$ cat src/rtl/asca_loader_pkg.sv
// asca_loader_pkg: shared definitions for the asca16 boot/run sequencer.
//   - state_e : sequencer states ST_IDLE..ST_ERR (encoding width ST_W)
//   - HALT_CYC_DEF / WDT_CYC_DEF : default halt and watchdog limits
//   - core_runs() / is_busy() : state decodes shared by the top and its users
package asca_loader_pkg;

  localparam int ST_W = 3;

  typedef enum logic [ST_W-1:0] {
    ST_IDLE   = 3'd0,
    ST_LOAD   = 3'd1,
    ST_DONE   = 3'd2,
    ST_RUN    = 3'd3,
    ST_HALTED = 3'd4,
    ST_ERR    = 3'd5
  } state_e;

  localparam int HALT_CYC_DEF = 4;
  localparam int WDT_CYC_DEF  = 65535;

  // The core is only let out of reset while it is meant to execute.
  function automatic logic core_runs(state_e s);
    return (s == ST_RUN) || (s == ST_HALTED);
  endfunction

  function automatic logic is_busy(state_e s);
    return (s == ST_LOAD) || (s == ST_DONE);
  endfunction

endpackage

$ cat src/rtl/asca_loader_if.sv
// asca_loader_if: host program-word stream into the loader.
//   s_valid : host word valid            (master -> slave)
//   s_data  : program word, OP_W bits    (master -> slave)
//   s_last  : final word of the program  (master -> slave)
//   s_ready : loader accepts a word      (slave -> master)
// Handshake: a word transfers on a rising clk edge where s_valid and s_ready
// are both 1. s_data/s_last are only meaningful while s_valid is 1; the host
// may drop s_valid at any time without penalty, and s_ready never waits on
// s_valid.
interface asca_loader_if #(
  parameter int OP_W = 24
) ();
  logic            s_valid;
  logic [OP_W-1:0] s_data;
  logic            s_last;
  logic            s_ready;

  modport master (output s_valid, output s_data, output s_last, input s_ready);
  modport slave  (input s_valid, input s_data, input s_last, output s_ready);
endinterface

$ cat src/rtl/asca_halt_det.sv
// asca_halt_det: detects the branch-to-self halt idiom on the core PC.
//   clk, reset_n : clock, synchronous active-low reset
//   en           : core is in RUN; capture pc and compare
//   clr          : forget history (outside RUN); wins over en
//   pc           : core pc_out
//   halt_hit     : combinational; this cycle is the HALT_CYC-th consecutive
//                  equal-PC comparison
module asca_halt_det #(
  parameter int DATA_W   = 16,
  parameter int HALT_CYC = 4
) (
  input  logic              clk,
  input  logic              reset_n,
  input  logic              en,
  input  logic              clr,
  input  logic [DATA_W-1:0] pc,
  output logic              halt_hit
);

  localparam logic [7:0] HIT_AT = 8'(HALT_CYC - 1);

  logic [DATA_W-1:0] pc_prev;
  logic              have_prev;
  logic [7:0]        same_cnt;
  logic              match;

  // No comparison on the first enabled cycle: pc_prev is not yet valid.
  assign match    = have_prev && (pc == pc_prev);
  assign halt_hit = en && match && (same_cnt == HIT_AT);

  always_ff @(posedge clk) begin
    if (!reset_n || clr) begin
      pc_prev   <= '0;
      have_prev <= 1'b0;
      same_cnt  <= '0;
    end else if (en) begin
      pc_prev   <= pc;
      have_prev <= 1'b1;
      if (match) begin
        if (same_cnt != 8'hFF) same_cnt <= same_cnt + 8'd1;
      end else begin
        same_cnt <= '0;
      end
    end
  end

endmodule

$ cat src/rtl/asca_loader.sv
// asca_loader: boot/run sequencer for the asca16 core.
// Holds the core in reset while the host streams program words into
// instruction memory, releases it after the last word lands, then watches
// the core PC for the halt idiom.
// Optional watchdog: define ASCA_LOADER_WDT_EN.
// Ports:
//   clk, reset_n        : clock, synchronous active-low reset
//   start_load          : pulse, begin a load (IDLE/HALTED/ERR)
//   stop_req            : pulse, abort/stop back to IDLE
//   host                : program-word stream (asca_loader_if.slave)
//   imem_wen/waddr/wdata: instruction memory write port (registered)
//   pc_in               : core pc_out
//   core_rst_n          : active-low reset to the core (registered)
//   busy                : LOAD or DONE
//   halted              : halt idiom detected
//   load_err            : sticky, program overflowed the memory
//   wdt_expired         : sticky, watchdog fired (0 without the watchdog)
//   word_cnt            : words accepted in the current/last load
//   dbg_state           : current sequencer state
module asca_loader
  import asca_loader_pkg::*;
#(
  parameter int OP_W     = 24,
  parameter int DATA_W   = 16,
  parameter int IMEM_AW  = 10,
  parameter int HALT_CYC = HALT_CYC_DEF,
  parameter int WDT_CYC  = WDT_CYC_DEF
) (
  input  logic               clk,
  input  logic               reset_n,
  input  logic               start_load,
  input  logic               stop_req,
  asca_loader_if.slave       host,
  output logic               imem_wen,
  output logic [IMEM_AW-1:0] imem_waddr,
  output logic [OP_W-1:0]    imem_wdata,
  input  logic [DATA_W-1:0]  pc_in,
  output logic               core_rst_n,
  output logic               busy,
  output logic               halted,
  output logic               load_err,
  output logic               wdt_expired,
  output logic [IMEM_AW:0]   word_cnt,
  output state_e             dbg_state
);

  localparam logic [IMEM_AW-1:0] PTR_MAX = '1;
  localparam logic [IMEM_AW:0]   CNT_MAX = {1'b1, {IMEM_AW{1'b0}}};

  state_e             state;
  state_e             state_nxt;
  logic [IMEM_AW-1:0] ptr;
  logic               hs;
  logic               load_start;
  logic               halt_hit;
  logic               wdt_fire;

  assign host.s_ready = (state == ST_LOAD) && !stop_req;
  assign hs           = host.s_valid && host.s_ready;
  assign dbg_state    = state;
  // Any entry into LOAD comes from an honoured start_load.
  assign load_start   = (state_nxt == ST_LOAD) && (state != ST_LOAD);

  asca_halt_det #(
    .DATA_W   (DATA_W),
    .HALT_CYC (HALT_CYC)
  ) u_halt_det (
    .clk      (clk),
    .reset_n  (reset_n),
    .en       (state == ST_RUN),
    .clr      (state != ST_RUN),
    .pc       (pc_in),
    .halt_hit (halt_hit)
  );

`ifdef ASCA_LOADER_WDT_EN
  localparam int                 WDT_W    = $clog2(WDT_CYC + 1);
  localparam logic [WDT_W-1:0]   WDT_LAST = WDT_W'(WDT_CYC - 1);

  logic [WDT_W-1:0] wdt_cnt;
  logic             wdt_flag;

  // Counts RUN cycles only; cleared everywhere else so it restarts on each
  // RUN entry and is frozen (cleared) once HALTED.
  always_ff @(posedge clk) begin
    if (!reset_n || (state != ST_RUN)) wdt_cnt <= '0;
    else                               wdt_cnt <= wdt_cnt + 1'b1;
  end

  // stop_req and a halt in the same cycle both outrank the watchdog.
  assign wdt_fire = (state == ST_RUN) && (wdt_cnt == WDT_LAST) &&
                    !stop_req && !halt_hit;

  always_ff @(posedge clk) begin
    if (!reset_n)        wdt_flag <= 1'b0;
    else if (load_start) wdt_flag <= 1'b0;
    else if (wdt_fire)   wdt_flag <= 1'b1;
  end

  assign wdt_expired = wdt_flag;
`else
  // WDT_CYC has no effect without the watchdog.
  assign wdt_fire    = 1'b0 & (WDT_CYC < 0);
  assign wdt_expired = 1'b0;
`endif

  // Next state. stop_req outranks everything outside IDLE; in IDLE it is
  // ignored so start_load wins a tie there.
  always_comb begin
    state_nxt = state;
    unique case (state)
      ST_IDLE: begin
        if (start_load) state_nxt = ST_LOAD;
      end
      ST_LOAD: begin
        if (stop_req) begin
          state_nxt = ST_IDLE;
        end else if (hs) begin
          if (host.s_last)         state_nxt = ST_DONE;
          else if (ptr == PTR_MAX) state_nxt = ST_ERR;
        end
      end
      // One cycle so the final imem write lands before the core wakes.
      ST_DONE: begin
        state_nxt = stop_req ? ST_IDLE : ST_RUN;
      end
      ST_RUN: begin
        if (stop_req)      state_nxt = ST_IDLE;
        else if (halt_hit) state_nxt = ST_HALTED;
        else if (wdt_fire) state_nxt = ST_IDLE;
      end
      ST_HALTED, ST_ERR: begin
        if (stop_req)        state_nxt = ST_IDLE;
        else if (start_load) state_nxt = ST_LOAD;
      end
      default: state_nxt = ST_IDLE;
    endcase
  end

  // State register and registered outputs. core_rst_n/busy decode the next
  // state so they change on the same edge as the state itself.
  always_ff @(posedge clk) begin
    if (!reset_n) begin
      state      <= ST_IDLE;
      ptr        <= '0;
      imem_wen   <= 1'b0;
      imem_waddr <= '0;
      imem_wdata <= '0;
      core_rst_n <= 1'b0;
      busy       <= 1'b0;
      halted     <= 1'b0;
      load_err   <= 1'b0;
      word_cnt   <= '0;
    end else begin
      state      <= state_nxt;
      core_rst_n <= core_runs(state_nxt);
      busy       <= is_busy(state_nxt);
      imem_wen   <= hs;

      if (hs) begin
        imem_waddr <= ptr;
        imem_wdata <= host.s_data;
        ptr        <= ptr + 1'b1;
        if (word_cnt != CNT_MAX) word_cnt <= word_cnt + 1'b1;
        // Last slot filled and the program still wants more.
        if (!host.s_last && (ptr == PTR_MAX)) load_err <= 1'b1;
      end

      if ((state == ST_RUN) && (state_nxt == ST_HALTED)) halted <= 1'b1;
      if (state_nxt == ST_IDLE) halted <= 1'b0;

      if (load_start) begin
        ptr      <= '0;
        word_cnt <= '0;
        load_err <= 1'b0;
        halted   <= 1'b0;
      end
    end
  end

endmodule

$ cat src/flat_wrapper.sv
// flat-port wrapper written by rule: the top's interface ports become plain ports
module asca_loader_flat import asca_loader_pkg::*;
#(
  parameter int OP_W     = 24,
  parameter int DATA_W   = 16,
  parameter int IMEM_AW  = 10,
  parameter int HALT_CYC = HALT_CYC_DEF,
  parameter int WDT_CYC  = WDT_CYC_DEF
)
  (clk, reset_n, start_load, stop_req, imem_wen, imem_waddr, imem_wdata, pc_in, core_rst_n, busy, halted, load_err, wdt_expired, word_cnt, dbg_state, host_s_valid, host_s_data, host_s_last, host_s_ready);
  asca_loader_if #(.OP_W(OP_W)) host_i ();
  input  logic clk;
  input  logic reset_n;
  input  logic start_load;
  input  logic stop_req;
  output logic imem_wen;
  output logic [IMEM_AW-1:0] imem_waddr;
  output logic [OP_W-1:0] imem_wdata;
  input  logic [DATA_W-1:0] pc_in;
  output logic core_rst_n;
  output logic busy;
  output logic halted;
  output logic load_err;
  output logic wdt_expired;
  output logic [IMEM_AW:0] word_cnt;
  output state_e dbg_state;
  input wire logic [$bits(host_i.s_valid)-1:0] host_s_valid;
  input wire logic [$bits(host_i.s_data)-1:0] host_s_data;
  input wire logic [$bits(host_i.s_last)-1:0] host_s_last;
  output wire logic [$bits(host_i.s_ready)-1:0] host_s_ready;
  assign host_i.s_valid = host_s_valid;
  assign host_i.s_data = host_s_data;
  assign host_i.s_last = host_s_last;
  assign host_s_ready = host_i.s_ready;
  asca_loader #(.OP_W(OP_W), .DATA_W(DATA_W), .IMEM_AW(IMEM_AW), .HALT_CYC(HALT_CYC), .WDT_CYC(WDT_CYC)) u_core (.clk(clk), .reset_n(reset_n), .start_load(start_load), .stop_req(stop_req), .host(host_i), .imem_wen(imem_wen), .imem_waddr(imem_waddr), .imem_wdata(imem_wdata), .pc_in(pc_in), .core_rst_n(core_rst_n), .busy(busy), .halted(halted), .load_err(load_err), .wdt_expired(wdt_expired), .word_cnt(word_cnt), .dbg_state(dbg_state));
endmodule
$ cat config.mk
export PLATFORM = sky130hd
export DESIGN_NAME = asca_loader_flat
export DESIGN_NICKNAME = d
export VERILOG_FILES = /design/src/rtl/asca_loader_pkg.sv /design/src/rtl/asca_loader_if.sv /design/src/rtl/asca_halt_det.sv /design/src/rtl/asca_loader.sv /design/src/flat_wrapper.sv
export SDC_FILE = /design/constraint.sdc
export NUM_CORES = 1
export LEC_CHECK = 0
export CAP_MARGIN = 5
export CORE_MARGIN = 4
export CORE_UTILIZATION = 53
export DETAILED_ROUTE_END_ITERATION = 7
export GPL_ROUTABILITY_DRIVEN = 0
export MAX_ROUTING_LAYER = met4
export PLACE_DENSITY = 0.85
export SYNTH_ARGS = -nofsm -noshare
export SYNTH_HDL_FRONTEND = slang
export SYNTH_HIERARCHICAL = 1
export SYNTH_SLANG_ARGS = --single-unit
export TNS_END_PERCENT = 100
$ cat constraint.sdc
create_clock -name clk -period 5.8 [get_ports clk]
set_input_delay 1.16 -clock clk [delete_from_list [all_inputs] [get_ports clk]]
set_output_delay 1.16 -clock clk [all_outputs]
set_load 0.02 [all_outputs]
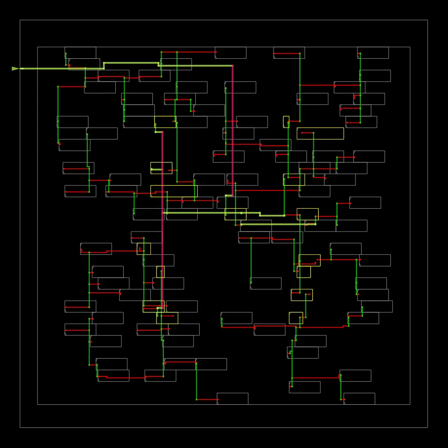
run_1/final_clocks.png
CTS buffer count: 9
clk latency late pin: 340 ps
clock group total power: 0.459 mW
layout clock buffer count: 10

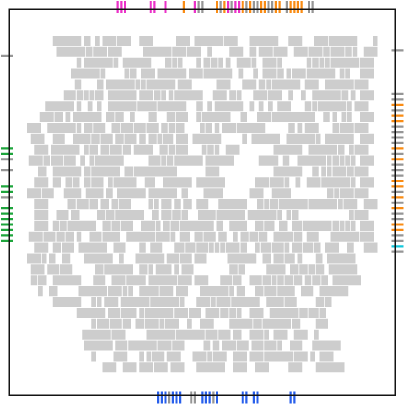
run_1/pins.png
(4 px per µm) Pins as bars across the die edge, other pins in grey.
- `pc_in`: blue (pins 16; direction input; edge bottom)
- `host_s_data`: orange (pins 24; direction input; edge 13 top, 11 right)
- `word_cnt`: green (pins 11; direction output; edge left)
- `stop_req`: cyan (pins 1; direction input; edge right)
- `imem_waddr`: magenta (pins 10; direction output; edge top)
- all pins by edge: 35 top, 31 right, 20 bottom, 15 left

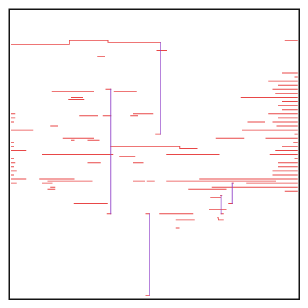
run_1/metal_stack.png
(3 px per µm) Only two layers are drawn.
- met3: red (wire length 652 µm)
- met4: purple (wire length 112 µm)

run 1: power breakdown:
group | leakage (nW) | switching [mW] | internal [mW]
Clock | 0.111 | 0.214 | 0.245
Combinational | 0.886 | 0.0561 | 0.0539
Sequential | 0.710 | 0.00537 | 0.610
Total | 1.71 | 0.275 | 0.910
run 1: logic make-up after synthesis:
group	synth area share
adder cells (fa/ha/maj)	0.01216
AND/OR/NAND/NOR	0.2556
AND-OR/OR-AND	0.1489
other	0.0009110
flip-flops	0.4280
multiplexers	0.03890
XOR/XNOR	0.05957
buffers and inverters	0.05593
run 1: metrics by stage:
step	power, mW	instances	util	setup slack [ps]	instance area, µm²
after floorplan	0.6864	475	-	2833	4116
after global placement	0.7370	645	0.6832	1724	5061
after detailed placement	0.7396	645	0.6832	1649	5061
after CTS	1.197	661	0.7127	1683	5280
after global routing	1.230	661	0.7127	1580	5280
final	1.185	661	0.7127	1675	5280
run 1: sequential cells by signal (all words and copies together) (netlist names):
name                         count
u_core/u_halt_det/same_cnt       8
u_core/imem_waddr               10
u_core/halted                    1
u_core/u_halt_det/pc_prev       16
u_core/word_cnt                 11
u_core/ptr                      10
u_core/dbg_state                 3
u_core/u_halt_det/have_prev      1
u_core/core_rst_n                1
u_core/imem_wdata               24
u_core/busy                      1
u_core/imem_wen                  1
u_core/load_err                  1
run 1: placed cells by master, fill, tap and decap left out, drive strengths merged, types with 6 or more instances in the layout:
cell type      netlist  routed
nand4               17      17
a31oi               19      19
nand2               82      82
a32oi                9       9
clkdlybuf4s50        0      99
and3                 9       9
xor2                11      11
clkbuf              11      10
nor2                29      29
inv                  8       9
and4                 7       7
mux2i               16      16
o211ai               6       6
o21ai               11      11
dfxtp               88      88
a21oi               41      41
nand3               18      18
nor4                 7       7
xnor2               17      17
nor3                 7       7
run 1: path summary, 6_finish.rpt:
path                                       from                   end  slack, ps  depth (start not counted)
setup / recovery                       stop_req          host_s_ready       1670                          4
hold reg to reg            u_core/imem_waddr[9]  u_core/imem_waddr[9]        460                          2
setup reg to reg  u_core/u_halt_det/pc_prev[15]    u_core/word_cnt[2]       2860                          9
hold / removal             u_core/imem_waddr[9]  u_core/imem_waddr[9]        460                          2
run 1: synthesized netlist by cell type (2+ instances only):
library cell	instances	area, µm²
nand2_1	82	307.8
o21ai_1	2	10.01
nor2_1	28	105.1
mux2i_1	16	160.2
a32oi_1	8	70.07
and3_1	8	50.05
ha_1	4	50.05
xor2_1	11	96.34
a21oi_2	2	17.52
buf_2	8	40.04
a21oi_1	39	195.2
xnor2_1	17	148.9
nand4b_1	2	17.52
and4_1	7	61.31
nand4_1	16	100.1
o21ai_0	7	35.03
buf_6	7	78.83
buf_4	2	15.01
inv_1	8	30.03
a41oi_1	3	26.28
dfxtp_1	88	1762
or3_1	5	31.28
nor4_1	7	43.79
o211ai_1	5	37.54
a31oi_1	19	118.9
nor2b_1	5	31.28
nor3_1	6	30.03
buf_1	3	11.26
nand3_1	17	85.08
clkbuf_1	10	37.54
and2_1	5	31.28
o21ai_2	2	17.52
run 1: worst min-delay path, stage by stage (launching register included):
cell and delay, ps:
dfxtp_1 320, nand2_1 50, a21oi_1 50
==> flow_metrics.tcl, run 1 <==
# yosys + openroad results
set metrics [dict create \
    synthFlopType "dfxtp_1" \
    path_common_cell "clkdlybuf4s50_1" \
    ys_types 58 \
    layout_min_cycle_time_ps 4125 \
    seq_cells 88 \
    path_clk_slew_ps 80 \
    grt_pass1_wl_um 16470 \
    status "completed" \
    ys_chip_area_um2 4116 \
    portBuffers 99 \
    wl_met2_um 5020 \
    ys.flops 88 \
    cp-start-kind "primary input" \
    gr-usage-met2 0.3726 \
    ys_warn_count 6 \
    grt_remaining_overflow 0 \
    sh_seq_area 0.3336 \
    syn_area_per_cell_um2 8.666 \
    drtPass1Iterations 4 \
    cts_root_buf "clkbuf_8" \
    cts_setup_buffers 0 \
    vias 3762 \
    setup_viol 0 \
]
run_1/clock_map.png
(4 px per µm)
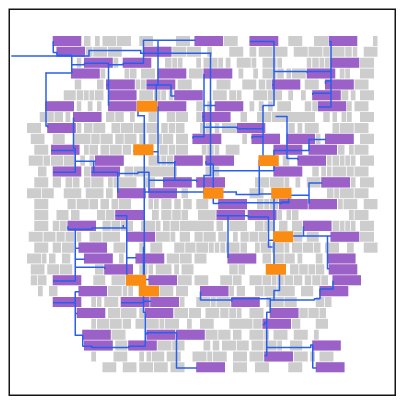

--- run 2 (diff from run 1) ---
CORE_UTILIZATION = 45   (was 53)
PLACE_DENSITY = 0.77   (was 0.85)
clock period = 3.6 ns   (was 5.8 ns; I/O delays follow)
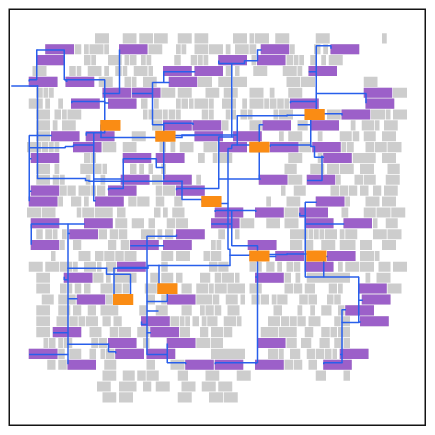
run_2/clock_map.png
(4 px per µm)
- cells driving clock nets: orange (count 9)
- flip-flops: purple (count 88)
- clock wires: blue (length 1010 µm)
- flops lie: spread over the die

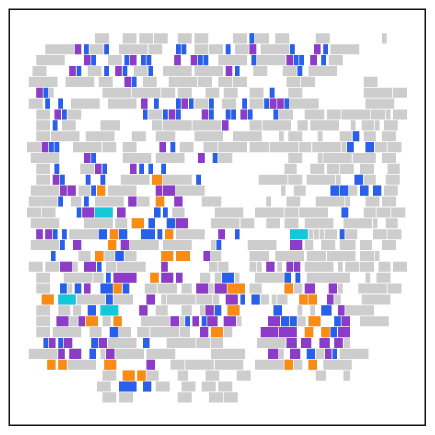
run_2/gate_families.png
(4 px per µm)
- NAND gates: blue (cells 121; where spread over the die)
- inverting AOI/OAI gates: purple (cells 92; where spread over the die)
- adder and majority cells: cyan (cells 4)
- AND and OR gates: orange (cells 31)

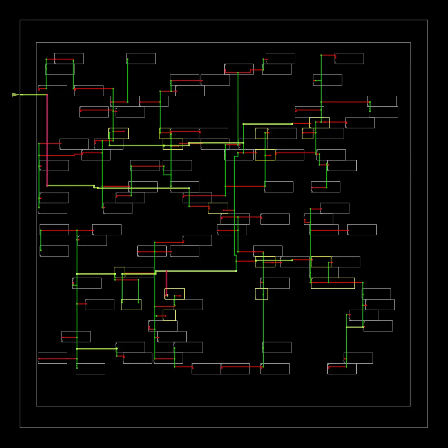
run_2/final_clocks.png
clock sinks: 88
clk latency late pin: 350 ps
clock group total power: 0.689 mW

==> run 2 against run 1 <==
Non-clock buffer count increased by 6; sequential power increased by 61%; final cell count increased by 2.3%; critical path type unchanged; largest power group unchanged.
==> flow_metrics.tcl, run 2 <==
# yosys + openroad results
set metrics [dict create \
    cts_hold_buf 0 \
    finalCritPeriodShare 0.8602 \
    grt_remaining_overflow 0 \
    crit_path_cell_trace "clkdlybuf4s50_1 -> nor4b_4 -> clkdlybuf4s50_1" \
    ys_warn_count 6 \
    yosys.area.top_type_share 0.4280 \
    regMostFlops "u_core/imem_wdata" \
    critPathRequiredTime_ps 2880 \
    drtPass1Iterations 4 \
    seq_power_share 0.532 \
    syn_area_per_cell_um2 8.666 \
    clkPwrFrac 0.370 \
    largest_reg_flops 24 \
    swShare 0.2481 \
    path_clk_slew_ps 80 \
    grt_pass1_wl_um 17020 \
    yosysSeqAreaShare 0.4280 \
    status "completed" \
    synth_top_cell_by_area "dfxtp_1" \
    synthFlopType "dfxtp_1" \
    drt-total-wl_um 10270 \
    top_regs "u_core/imem_wdata (24), u_core/u_halt_det/pc_prev (16), u_core/word_cnt (11)" \
    final_cell_mix "clkdlybuf4s50_1 (99), dfxtp_1 (88), nand2_1 (82)" \
    final_common_cell "clkdlybuf4s50_1" \
    instances_no_fill 676 \
    ys.flops 88 \
    netlist_top_cells_count "dfxtp_1 (88), nand2_1 (82), a21oi_1 (39)" \
    path_common_cell "clkdlybuf4s50_1" \
    fin_area_um2 5320 \
    ys_types 58 \
    clock_skew_ps 12.83 \
    p_sw_mw 0.4623 \
    p_int_mw 1.401 \
    path_class "in -> out" \
    vias 3711 \
    portBuffers 99 \
    top_cells_by_area "dfxtp_1 (43%), nand2_1 (7.5%), a21oi_1 (4.7%)" \
    cp-start-kind "primary input" \
    power.leakage_nw 1.716 \
    numCtsBuffers 9 \
    p_comb_frac 0.098 \
    placed_area_um2 5117 \
    cts_root_buf "clkbuf_8" \
    cts_setup_buffers 0 \
    top_cell "dfxtp_1" \
    setup_viol 0 \
    ys_chip_area_um2 4116 \
    layout_min_cycle_time_ps 3097 \
    place_inst 660 \
]
==> run 2: cell counts after synthesis <==
No cell type changed its count.
==> run 2: worst max-delay path: cells and delay by family <==
family                 cells  cell delay, ps
buffers and inverters      2            1250
AND/OR/NAND/NOR            1             410
==> run 2: logic make-up (layout without fill, tap and decap cells) <==
kind of cell,Yosys count,count (layout),share of synthesized area
and+or+nand+nor,203,203,0.2556
DFF,88,88,0.4280
xor gates and xnor gates,28,28,0.05957
adders and majority gates,4,4,0.01216
other,1,1,0.0009110
buffers and inverters,40,133,0.05593
muxes,16,16,0.03890
AOI/OAI and AO/OA,95,95,0.1489
==> run 2: path summary, 6_finish.rpt <==
| kind | start | end | slack [ps] | cells after the start |
|---|---|---|---|---|
| worst min register to register | u_core/imem_waddr[8] | u_core/imem_waddr[8] | 460 | 2 |
| worst max register to register | u_core/u_halt_det/pc_prev[13] | u_core/word_cnt[0] | 1080 | 9 |
| worst max-delay path | stop_req | host_s_ready | 500 | 3 |
| worst min-delay path | u_core/imem_waddr[8] | u_core/imem_waddr[8] | 460 | 2 |
==> run 2: through the flow <==
step                utilization  total power, mW  setup WS (ps)
floorplan                     -            1.106           1028
global route             0.6041            1.940          395.3
CTS                      0.6041            1.885          482.3
finish                   0.6041            1.863          503.3
global placement         0.5811            1.193          328.0
detailed placement       0.5811            1.196          282.6
==> run 2: layout make-up <==
type,instances,share of cell area
inverters,8,0.005644
well taps,108,0.02540
flip-flops and latches,88,0.3311
multi-input cells,347,0.3993
clock buffers,9,0.02328
repair buffers,109,0.2004
clock inverters,7,0.01482
==> run 2: metal layers <==
layer,GRT usage,part of all wire,vias up,routed length [µm]
met1,0.2388,0.45,1739,4655
li1,-,-,1871,-
met5,-,0,-,0
met2,0.3215,0.50,91,5130
met3,0.04726,0.037,10,382
met4,0.04653,0.0094,0,97
==> run 2: power by group through the flow <==
stage	registers, mW	clock network (mW)	logic (mW)
floorplan	1.03	0	0.0797
global placement	1.01	0	0.179
detailed placement	1.01	0	0.182
CTS	0.992	0.711	0.182
global route	0.994	0.750	0.196
finish	0.992	0.689	0.182
Power is estimated from default activity; no workload was simulated.
